==> config.mk <==
export PLATFORM = sky130hd
export DESIGN_NAME = nav_drive_ctrl
export DESIGN_NICKNAME = d
export VERILOG_FILES = /design/src/rtl/nav_drive_ctrl.sv
export SDC_FILE = /design/constraint.sdc
export NUM_CORES = 1
export LEC_CHECK = 0
export CORE_MARGIN = 8
export CORE_UTILIZATION = 40
export CTS_CLUSTER_SIZE = 12
export DETAILED_ROUTE_END_ITERATION = 16
export PLACE_DENSITY = 0.64
export SLEW_MARGIN = 20
export SYNTH_ARGS = -nofsm -noshare
export SYNTH_HDL_FRONTEND = slang
export SYNTH_SLANG_ARGS = --single-unit
export TNS_END_PERCENT = 100
==> constraint.sdc <==
create_clock -name clk -period 2.4 [get_ports clk]
set_clock_uncertainty 0.05 [all_clocks]
set_input_delay 0.24 -clock clk [delete_from_list [all_inputs] [get_ports clk]]
set_output_delay 0.24 -clock clk [all_outputs]
set_load 0.005 [all_outputs]
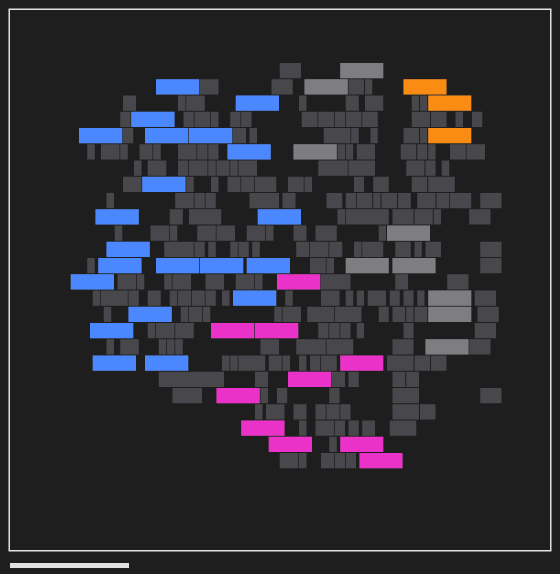
Fig. 1. Sequential cells grouped by signal name.
Bar = 20 um. Other sequential cells in the stronger gray, the rest of the logic in the fainter gray.
[magenta] `pwm_cnt_q` | sequential cells: 10
[blue] `timeout_q` | sequential cells: 21
[orange] `cand_q` | sequential cells: 3
not colored: 9
Seq power: 0.000734 W
final core utilization: 46.7%
register area: 861 um^2
flop share of the area: 33.9%

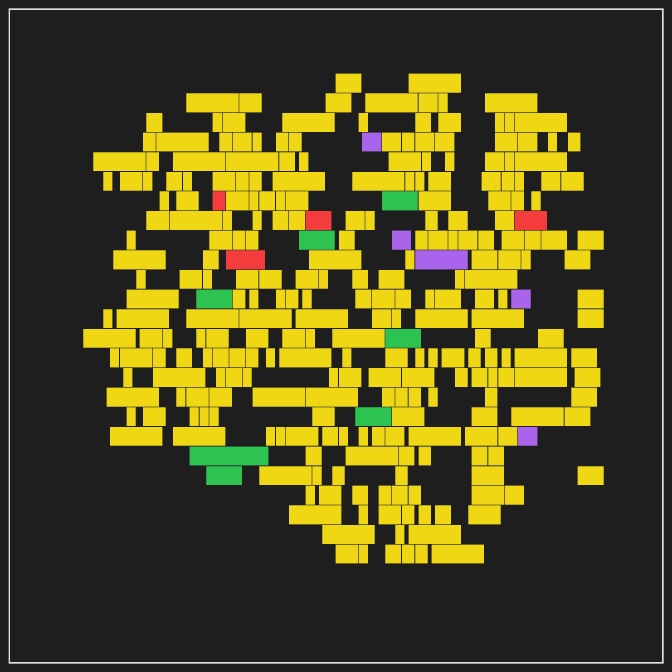
Fig. 2. Cells by drive strength.
[green] x6 and larger | cells: 7
[purple] x3 and x4 | cells: 5
[red] x2 | cells: 4
[yellow] x1 and smaller | cells: 260
final worst slack: 351 ps
final instance area: 0.00254 mm^2
synth-to-layout area growth: 14.8%
Buffers, non-clock: 17

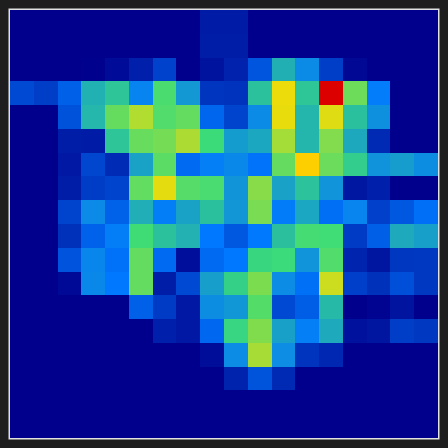
Fig. 3. Signal metal coverage by tile.
18 x 18 tiles, from dark blue (low) to red (high), scaled to the fullest tile. Values are wire area over tile area, all layers added.
mean over tiles: 0.078
tiles over half the peak: 11%
fullest tile: 0.46
routed wire length per instance: 11.6 um
final WL: 4050 um
Tot GR Track Use: 10.4%
routed via count: 1789

==> qor.yml <==
outcome: "finished, final reports clean"
ir_worst_vdd_mv: 0.369
drive_above_1_share_pct: 5.80
flop_cell: "dfxtp_1"
tool_warnings: 27
largest_reg_flops: 21
comb_area_mm2: 0.00128
cts_hold_buf: 0
slew_headroom_pct: 54.3
lay_top_count: "nor2_1"
pre_cts_slack_ps: 249
dp_cells: 340
num_rows: 27
fp_util_pct: 40.7
final-nonclk-buf-share_pct: 6.31
fin_crit_sh_pct: 85.4
slowest_delay_ps: 590
grt_overflow: 0
antenna_found_initial: 0
post-route-min-period_ps: 2050
min_path_cells: 1
cts_sinks: 43
die_h_um: 90.4
worst_pin_slew_ps: 686
antenna_cells: 0
n_clock_buffer: 6
tritoncts: "built"
rsz0062_at_grt: "false"
cp.depth: 6
hpwlAfterDp_um: 2960
core_mm2: 0.00544
largest_cell_class: "multi-input combinational cells"
syn_avg_cell_area_um2: 8.58
setup_viol: 0
synth.distinct_cells: 46
drv_slew: 0
fin_cells: 348
inverters: 7
start_kind: "flop"
synth-seq-cells: 43
comb-cell-share_pct: 50.6
cts-resized-gates: 0
critPathSlowestCell: "or3_1"
final_antenna_net_count: 0
synth_warnings: 0
synthesized netlist by cell type (2+ instances only):
cell | instances | area share (%)
and4_1 | 2 | 0.79
inv_1 | 7 | 1.2
mux2i_1 | 2 | 0.90
a21oi_1 | 13 | 2.9
o21ai_0 | 7 | 1.6
nor2_1 | 45 | 7.6
nor4b_1 | 2 | 0.79
a32oi_1 | 2 | 0.79
or3_1 | 6 | 1.7
a31oi_1 | 2 | 0.57
ha_1 | 11 | 6.2
nor2b_1 | 3 | 0.85
nand4_1 | 8 | 2.3
dfxtp_1 | 43 | 39
nand3_1 | 14 | 3.2
nand2_1 | 17 | 2.9
a211oi_1 | 2 | 0.68
and2_1 | 2 | 0.57
buf_2 | 3 | 0.68
nor3b_1 | 2 | 0.68
o21a_1 | 3 | 1.0
xor2_1 | 15 | 5.9
buf_4 | 3 | 1.0
nand3b_1 | 3 | 1.0
a21o_1 | 3 | 1.0
xnor2_1 | 12 | 4.7
and3_1 | 3 | 0.85
nand2b_1 | 5 | 1.4
routing by layer:
layer  GRT usage (%)  part of all wire (%)  up-vias
li1                -                     -      940
met1            13.0                    51      816
met2            16.1                    44       29
met3            3.41                   4.7        4
met4            4.02                  0.74        0
met5               0                     0        -
logic make-up after synthesis:
family          synth area share, %
buf+inv                        3.05
simple gates                   26.9
mux                           0.905
xor+xnor                       10.7
fa+ha+maj                      6.22
compound gates                 13.3
flops                          38.9
power breakdown:
part / switching, W / internal [W]
Combinational: 0.0000630 / 0.0000644
Sequential: 0.00000989 / 0.000724
Clock: 0.000248 / 0.000337
metrics by stage:
stage	cell area, um^2	util (%)
after floorplan	2210	-
after global placement	2420	44.5
after detailed placement	2420	44.5
after CTS	2540	46.7
after global routing	2540	46.7
final	2540	46.7
Power figures rest on the tool's default switching activity, not on a simulated workload.
